<file path="src/rtl/cipher_pkg.sv">
// Shared constants, key-word type and sizing helper for the keystream XOR cipher.
package cipher_pkg;

    localparam int unsigned CIPHER_DATA_W    = 8;
    localparam int unsigned CIPHER_KEY_DEPTH = 4;

    typedef logic [CIPHER_DATA_W-1:0] key_word_t;

    // Ceiling log2 usable in parameter expressions; returns 0 for v <= 1.
    function automatic int unsigned clog2(input int unsigned v);
        int unsigned r;
        int unsigned x;
        r = 0;
        if (v > 1) begin
            x = v - 1;
            while (x > 0) begin
                r = r + 1;
                x = x >> 1;
            end
        end
        return r;
    endfunction

endpackage

</file>
<file path="src/rtl/keystream_xor_cipher_key_word_fifo.sv">
// Synchronous key-word FIFO with async reset and synchronous clear.
// Clear wins over push/pop; push when full and pop when empty are ignored.
module key_word_fifo
    import cipher_pkg::*;
#(
    parameter  int unsigned DATA_W = CIPHER_DATA_W,
    parameter  int unsigned DEPTH  = CIPHER_KEY_DEPTH,
    localparam int unsigned AW     = clog2(DEPTH),
    localparam int unsigned LW     = AW + 1
) (
    input  logic              i_clk,
    input  logic              i_reset,
    input  logic              i_clear,
    input  logic              i_push,
    input  logic [DATA_W-1:0] i_push_data,
    input  logic              i_pop,
    output logic [DATA_W-1:0] o_head,
    output logic              o_full,
    output logic              o_empty,
    output logic [LW-1:0]     o_level
);

    logic [DATA_W-1:0] r_mem [DEPTH];
    logic [AW-1:0]     r_wr_ptr;
    logic [AW-1:0]     r_rd_ptr;
    logic [LW-1:0]     r_count;
    logic              w_push;
    logic              w_pop;

    assign o_full  = (r_count == LW'(DEPTH));
    assign o_empty = (r_count == '0);
    assign o_level = r_count;
    assign o_head  = r_mem[r_rd_ptr];

    assign w_push = i_push & ~o_full  & ~i_clear;
    assign w_pop  = i_pop  & ~o_empty & ~i_clear;

    // Storage needs no reset: a slot is only read after it has been written.
    always_ff @(posedge i_clk) begin
        if (w_push) begin
            r_mem[r_wr_ptr] <= i_push_data;
        end
    end

    // Pointers wrap naturally because DEPTH is a power of two.
    always_ff @(posedge i_clk or posedge i_reset) begin
        if (i_reset) begin
            r_wr_ptr <= '0;
            r_rd_ptr <= '0;
            r_count  <= '0;
        end else if (i_clear) begin
            r_wr_ptr <= '0;
            r_rd_ptr <= '0;
            r_count  <= '0;
        end else begin
            if (w_push) begin
                r_wr_ptr <= r_wr_ptr + AW'(1);
            end
            if (w_pop) begin
                r_rd_ptr <= r_rd_ptr + AW'(1);
            end
            unique case ({w_push, w_pop})
                2'b10:   r_count <= r_count + LW'(1);
                2'b01:   r_count <= r_count - LW'(1);
                default: r_count <= r_count;
            endcase
        end
    end

endmodule

</file>
<file path="src/rtl/keystream_xor_cipher.sv">
// Packs LFSR keystream bits LSB-first into key words, buffers them, and XORs
// one key word onto each accepted data word behind a registered output stage.
module keystream_xor_cipher
    import cipher_pkg::*;
#(
    parameter  int unsigned DATA_W    = CIPHER_DATA_W,
    parameter  int unsigned KEY_DEPTH = CIPHER_KEY_DEPTH,
    localparam int unsigned LW        = clog2(KEY_DEPTH) + 1
) (
    input  logic              i_clk,
    input  logic              i_reset,
    input  logic              i_sync_clear,
    input  logic              i_ks_bit,
    input  logic              i_ks_valid,
    output logic              o_ks_ready,
    input  logic [DATA_W-1:0] i_data,
    input  logic              i_data_valid,
    output logic              o_data_ready,
    output logic [DATA_W-1:0] o_data,
    output logic              o_data_valid,
    input  logic              i_out_ready,
    output logic [LW-1:0]     o_key_level
);

    localparam int unsigned CW = clog2(DATA_W);

    logic [DATA_W-1:0] r_acc;
    logic [CW-1:0]     r_bit_cnt;
    logic [DATA_W-1:0] w_word;
    logic [DATA_W-1:0] w_key_head;
    logic              w_fifo_full;
    logic              w_fifo_empty;
    logic [LW-1:0]     w_level;
    logic              w_ks_fire;
    logic              w_d_fire;
    logic              w_word_done;

    // Both readies depend only on registered state, never on i_data_valid.
    assign o_ks_ready   = ~w_fifo_full;
    assign o_data_ready = ~w_fifo_empty & (~o_data_valid | i_out_ready);
    assign o_key_level  = w_level;

    // A sync clear discards any handshake that coincides with it.
    assign w_ks_fire   = i_ks_valid & o_ks_ready & ~i_sync_clear;
    assign w_d_fire    = i_data_valid & o_data_ready & ~i_sync_clear;
    assign w_word_done = w_ks_fire & (r_bit_cnt == CW'(DATA_W - 1));
    assign w_word      = {i_ks_bit, r_acc[DATA_W-1:1]};

    key_word_fifo #(
        .DATA_W (DATA_W),
        .DEPTH  (KEY_DEPTH)
    ) u_key_fifo (
        .i_clk       (i_clk),
        .i_reset     (i_reset),
        .i_clear     (i_sync_clear),
        .i_push      (w_word_done),
        .i_push_data (w_word),
        .i_pop       (w_d_fire),
        .o_head      (w_key_head),
        .o_full      (w_fifo_full),
        .o_empty     (w_fifo_empty),
        .o_level     (w_level)
    );

    // Shift register: the first accepted bit ends up in word bit 0.
    always_ff @(posedge i_clk or posedge i_reset) begin
        if (i_reset) begin
            r_acc     <= '0;
            r_bit_cnt <= '0;
        end else if (i_sync_clear) begin
            r_acc     <= '0;
            r_bit_cnt <= '0;
        end else if (w_ks_fire) begin
            r_acc     <= w_word;
            r_bit_cnt <= w_word_done ? '0 : r_bit_cnt + CW'(1);
        end
    end

    // Output register: load on accept, drop valid once consumed, hold while stalled.
    always_ff @(posedge i_clk or posedge i_reset) begin
        if (i_reset) begin
            o_data       <= '0;
            o_data_valid <= 1'b0;
        end else if (i_sync_clear) begin
            o_data_valid <= 1'b0;
        end else if (w_d_fire) begin
            o_data       <= i_data ^ w_key_head;
            o_data_valid <= 1'b1;
        end else if (o_data_valid & i_out_ready) begin
            o_data_valid <= 1'b0;
        end
    end

endmodule

</file>
<file path="config.mk">
export PLATFORM = sky130hd
export DESIGN_NAME = keystream_xor_cipher
export DESIGN_NICKNAME = d
export VERILOG_FILES = /design/src/rtl/cipher_pkg.sv /design/src/rtl/keystream_xor_cipher_key_word_fifo.sv /design/src/rtl/keystream_xor_cipher.sv
export SDC_FILE = /design/constraint.sdc
export NUM_CORES = 1
export LEC_CHECK = 0
export CORE_MARGIN = 2
export CORE_UTILIZATION = 30
export CTS_BUF_LIST = sky130_fd_sc_hd__clkbuf_8
export CTS_CLUSTER_DIAMETER = 100
export DETAILED_ROUTE_END_ITERATION = 8
export DONT_BUFFER_PORTS = 1
export HOLD_SLACK_MARGIN = 0.15
export MAX_ROUTING_LAYER = met4
export PLACE_DENSITY = 0.4
export SLEW_MARGIN = 20
export SYNTH_ARGS = -nofsm -noshare
export SYNTH_HDL_FRONTEND = slang
export SYNTH_SLANG_ARGS = --single-unit
</file>
<file path="constraint.sdc">
create_clock -name i_clk -period 2.9 [get_ports i_clk]
set_clock_uncertainty 0.15 [all_clocks]
set_input_delay 0.29 -clock i_clk [delete_from_list [all_inputs] [get_ports i_clk]]
set_output_delay 0.29 -clock i_clk [all_outputs]
set_load 0.03 [all_outputs]
</file>
==> results.py, run 1 <==
# Metrics from the implementation run
metrics = {
    "worst_setup_path": {
        "setup.worst_path.end": "u_key_fifo.o_level[2]",
        "reg2reg_depth": 8,
        "setup.worst_path.start": "r_bit_cnt[0]",
        "cp.buffers_inverters": 0,
        "r2r-end": "u_key_fifo.o_level[2]",
        "path_depth": 8,
        "r2r_setup_slack_ns": 0.44,
        "critPathRequiredTime_ns": 2.94,
        "max_stage_delay_ns": 0.39,
        "path_class": "flip-flop to flip-flop",
        "critPathLaunchType": "flip-flop",
        "crit_chain": "ha_1, ha_1, and3_1, nor3_1, fa_1, nor3_1, o21ai_0, nor3b_2",
        "critical_path_arrival_ns": 2.50,
    },
    "synthesis": {
        "syn_inst": 175,
        "xor_share_pct": 4.56,
        "most_common_cell": "edfxtp_1",
        "ys_types": 29,
        "avgSynthCellArea_um2": 14.1,
        "postSynthSeqShare_pct": 65.3,
        "edf_count": 32,
        "yosysWarningCount": 0,
        "synthSimpleGateAreaFrac_pct": 10.7,
        "top_area_cell": "edfxtp_1",
        "ys_cells": 175,
        "aoi_share_pct": 5.68,
        "netlist_area_um2": 2470,
        "netlist.area_leader.share_pct": 38.9,
        "ys_ff": 58,
        "ys_sh_mux_pct": 7.71,
        "ys_top_cells_by_count": "edfxtp_1, dfrtp_1, a21oi_1, nor2_1, nand2_1",
        "yosysChipArea_um2": 2470,
    },
    "layout": {
        "comb_cells": 105,
        "nets": 221,
        "diodes": 0,
        "clock_buffers": 10,
        "syn_to_final_growth_pct": 18.9,
        "signal_buffers": 22,
        "seqCellArea_um2": 1610,
        "drive_gt1_share_pct": 16.7,
        "final-clk-cell-share_pct": 5.84,
        "top_area_cell_class": "registers",
        "comb_area_share_pct": 27.3,
        "buffer_area_share_pct": 7.00,
        "mi_logic_area_um2": 802,
        "final_cell_mix": "edfxtp_1, dfrtp_1, a21oi_1, nor2_1, dlygate4sd3_1",
        "sh_seq_area_pct": 54.9,
        "ff_count": 58,
    },
    "clock_tree": {
        "numClockSinks": 58,
        "cts_inserted_buffers": 9,
        "clk_pin_slew_ns": 0.07,
        "post_cts_buffers": 0,
        "cts_root_buf": "clkbuf_8",
        "cts-htree-levels": 3,
        "worstSkewPairLatency_ns": 0.33,
    },
    "sta": {
        "setup_viol": 0,
        "post-route-period-util_pct": 84.7,
        "maxSlewViolCount": 0,
        "fmax_mhz": 407,
        "slew_headroom_pct": 48.3,
        "setup_tns_ns": 0,
        "finalHoldViolations": 0,
        "worst_slew_pin_slew_ns": 0.773,
    },
    "global_route": {
        "grt_pass1_wl_um": 7630,
        "grt_busiest_layer": "met2",
        "grtUsageMet1_pct": 13.7,
        "antenna_found_initial": 0,
        "track_usage_pct": 12.2,
        "met2_usage_pct": 18.7,
        "grt-ovfl-total": 0,
        "grt_max_degree": 27,
        "grt_pass1_vias": 1447,
    },
    "routing": {
        "top_layer_used": "met4",
        "post-route-drc-count": 0,
        "viasPerCell": 4.65,
        "first_pass_iters": 5,
        "routedWlPerCell_um": 15.1,
        "met2_length_um": 2290,
        "met3_length_um": 250,
        "vias": 1436,
    },
    "floorplanning": {
        "die-area_um2": 8970,
        "ioPinCount": 29,
        "die_height_um": 94.7,
        "core-area_um2": 8090,
        "rows": 33,
        "floorplan.core_util_pct": 30.5,
        "die_x_um": 94.7,
    },
    "job": {
        "cap_viol_max_count": 0,
        "warnings": 29,
    },
    "power_and_ir_drop": {
        "pwr-share-clk_pct": 39.7,
        "ir_drop_mv": 0.217,
        "p_int_mw": 1.23,
        "comb_power_share_pct": 3.7,
        "power.leakage_nw": 1.13,
        "powerComb_mw": 0.0589,
        "powerClk_mw": 0.631,
        "powerDensity_nw_per_um2": 542,
        "maxPowerGroup": "sequential cells",
        "p_seq_mw": 0.898,
    },
    "place": {
        "place.gp.congestion": 0.779,
        "port_buffers": 0,
        "dp_hpwl_um": 3180,
    },
    "min_path": {
        "hold_depth": 3,
        "hold_class": "input pin to flip-flop",
        "holdPathEnd": "o_data[0]",
        "hp-start": "i_sync_clear",
    },
    "outcome": {
        "outcome": "completed",
    },
}
==> run 1: state kept, by name, indices dropped and copies added (netlist names) <==
register,flops
r_acc,7
u_key_fifo.r_rd_ptr,2
u_key_fifo.r_mem,32
u_key_fifo.r_wr_ptr,2
r_bit_cnt,3
u_key_fifo.o_level,3
o_data,8
o_data_valid,1
==> run 1: through the flow <==
step / instances / worst slack [ns] / power [mW] / hold WS (ns) / util (%)
after floorplan: 175 / 0.494 / 0.947 / 0.180 / -
after CTS: 309 / 0.446 / 1.62 / 0.177 / 36.2
after global placement: 277 / 0.646 / 0.949 / 0.207 / 32.1
after detailed placement: 277 / 0.474 / 0.951 / 0.208 / 32.1
final: 309 / 0.443 / 1.59 / 0.187 / 36.2
after global routing: 309 / 0.305 / 1.67 / 0.193 / 36.2
### The metal 1 layer, run 1

Bar = 20 um. Supply wires on this layer in gray.
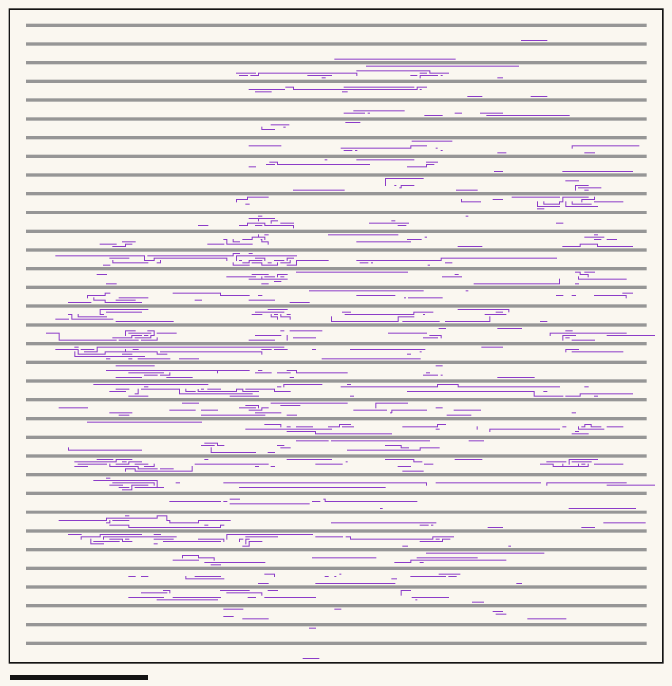
- wire length on this layer: 2040 um
- main direction: horizontal
- share of all routed wire: 44%
- nets with wire on the layer: 195
- longest straight run: 29.4 um

### Metal 2, run 1

Cells faint in the background.
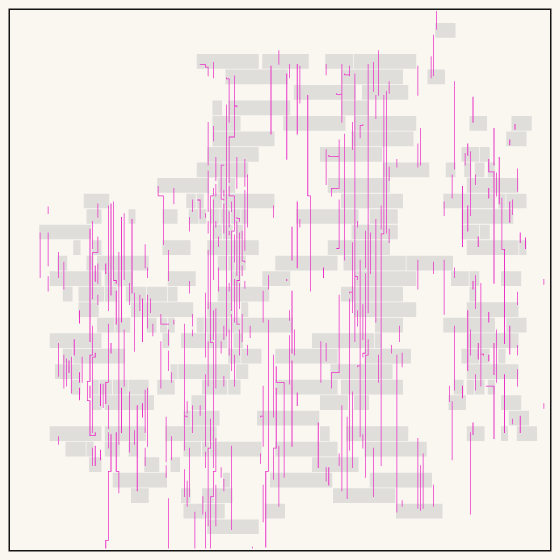
- nets with wire on the layer: 176
- wire length on this layer: 2290 um
- share of all routed wire: 49%

### Signal wires on met3, run 1

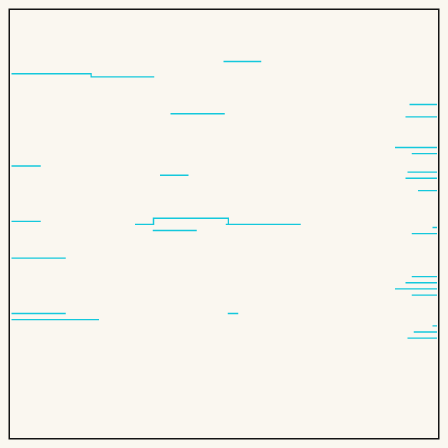
- longest straight run: 19.1 um
- main direction: horizontal
- wire length on this layer: 251 um
met3 usage: 5.83%
Post-Route WL: 4660 um

==> inputs of run 2 (changes only) <==
--- a/config.mk
+++ b/config.mk
@@ -13,7 +13,7 @@
 export DONT_BUFFER_PORTS = 1
 export HOLD_SLACK_MARGIN = 0.15
 export MAX_ROUTING_LAYER = met4
-export PLACE_DENSITY = 0.4
+export PLACE_DENSITY = 0.41
 export SLEW_MARGIN = 20
 export SYNTH_ARGS = -nofsm -noshare
 export SYNTH_HDL_FRONTEND = slang
==> constraint.sdc (replaced) <==
create_clock -name i_clk -period 2.1 [get_ports i_clk]
set_clock_uncertainty 0.15 [all_clocks]
set_input_delay 0.21 -clock i_clk [delete_from_list [all_inputs] [get_ports i_clk]]
set_output_delay 0.21 -clock i_clk [all_outputs]
set_load 0.03 [all_outputs]
### The metal 4 layer, run 2

Bar = 20 um. Supply wires on this layer in gray.
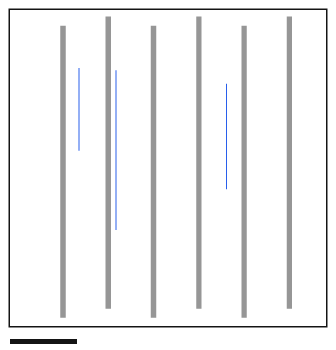
- longest straight run: 47.6 um
- main direction: vertical

==> run 2 against run 1 <==
Effect of this change: the run now ends with negative hold slack left; critical endpoint is now u_key_fifo.o_level[1]; register-to-register slack worse by 0.40 ns; cell area up 3.9%; first-iteration DRC count unchanged.
==> results.py, run 2 <==
# Metrics from the implementation run
metrics = {
    "layout": {
        "buffer_area_share_pct": 8.78,
        "comb_area_share_pct": 27.9,
        "diodes": 0,
        "seqCellArea_um2": 1620,
        "top_area_cell_class": "registers",
        "clock_buffers": 10,
        "final-clk-cell-share_pct": 5.62,
        "ff_count": 58,
        "nets": 226,
        "drive_gt1_share_pct": 25.4,
        "sh_seq_area_pct": 53.0,
        "final_cell_mix": "edfxtp_1, dfrtp_1, a21oi_1, nor2_1, dlygate4sd3_1",
        "largest_reg_flops": 32,
        "fin_cells": 314,
        "signal_buffers": 27,
        "syn_to_final_growth_pct": 23.5,
        "comb_cells": 105,
        "final_util_pct": 37.7,
    },
    "power_and_ir_drop": {
        "ir_drop_mv": 0.257,
        "p_int_mw": 1.70,
        "powerClk_mw": 0.881,
        "power.leakage_nw": 1.17,
        "powerComb_mw": 0.0727,
        "p_seq_mw": 1.24,
        "comb_power_share_pct": 3.3,
    },
    "routing": {
        "viasPerCell": 4.65,
        "first_pass_iters": 4,
        "vias": 1461,
        "routedWlPerCell_um": 15.4,
        "routed_wl_um": 4820,
        "post-route-drc-count": 0,
    },
    "floorplanning": {
        "rows": 33,
        "die-area_um2": 8970,
        "die_height_um": 94.7,
        "ioPinCount": 29,
    },
    "worst_setup_path": {
        "path_class": "flip-flop to flip-flop",
        "r2r_setup_slack_ns": 0.04,
        "reg2reg_depth": 6,
        "critical_path_arrival_ns": 2.13,
        "cp.buffers_inverters": 0,
        "r2r-end": "u_key_fifo.o_level[1]",
        "crit_chain": "or3b_4, and3_4, nor3_4, fa_2, mux2i_1, nor2_1",
        "critPathRequiredTime_ns": 2.17,
        "max_stage_delay_ns": 0.44,
    },
    "min_path": {
        "hold_depth": 1,
        "hold_class": "input pin to flip-flop",
        "holdPathEnd": "u_key_fifo.o_level[0]",
        "hp-start": "i_sync_clear",
    },
    "synthesis": {
        "ys_cells": 175,
        "aoi_share_pct": 5.68,
        "yosysChipArea_um2": 2470,
        "ys_types": 29,
        "top_area_cell": "edfxtp_1",
        "most_common_cell": "edfxtp_1",
        "yosysWarningCount": 0,
        "ys_top_cells_by_count": "edfxtp_1, dfrtp_1, a21oi_1, nor2_1, nand2_1",
        "edf_count": 32,
        "synthSimpleGateAreaFrac_pct": 10.7,
        "netlist.area_leader.share_pct": 38.9,
        "postSynthSeqShare_pct": 65.3,
        "syn_inst": 175,
    },
    "global_route": {
        "grt-ovfl-total": 0,
        "track_usage_pct": 12.5,
        "grt_pass1_wl_um": 7870,
        "antenna_found_initial": 0,
        "grt_pass1_vias": 1546,
        "grt_max_degree": 22,
    },
    "sta": {
        "maxSlewViolCount": 0,
        "slew_headroom_pct": 51.0,
        "worst_slew_pin_slew_ns": 0.734,
        "hold_slack_ns": -0.216,
        "setup_viol": 0,
        "setup_tns_ns": 0,
        "fmax_mhz": 486,
        "finalHoldViolations": 15,
    },
    "clock_tree": {
        "cts_inserted_buffers": 9,
        "cts-htree-levels": 3,
        "worstSkewPairLatency_ns": 0.33,
        "numClockSinks": 58,
        "cts_root_buf": "clkbuf_8",
        "clk_pin_slew_ns": 0.06,
        "post_cts_buffers": 0,
    },
    "place": {
        "port_buffers": 0,
        "place_ws_ns": -0.0386,
    },
    "outcome": {
        "violations": "negative hold slack",
        "outcome": "finished, violations left",
    },
    "job": {
        "cap_viol_max_count": 0,
    },
}
[run 2: how the worst max path moves through the flow]
stage,end,start,cells after the start,slack (ns)
after floorplan,u_key_fifo.o_level[1],u_key_fifo.o_level[1],7,-0.12
after global placement,u_key_fifo.o_level[1],u_key_fifo.o_level[1],6,0.05
after detailed placement,u_key_fifo.o_level[2],r_bit_cnt[0],8,-0.04
after CTS,u_key_fifo.o_level[2],r_bit_cnt[0],8,0.004
after global routing,u_key_fifo.o_level[2],r_bit_cnt[0],8,-0.04
final,u_key_fifo.o_level[1],u_key_fifo.o_level[1],6,0.04
[run 2: metal layers]
metal  part of all wire, %  vias up  global-route usage (%)
met4                   2.1        0                    6.16
met3                   7.1       11                    4.71
met1                    43      718                    14.1
met5                     0        -                       -
li1                      -      689                       -
met2                    48       43                    19.6
Power and IR drop assume default switching activity.
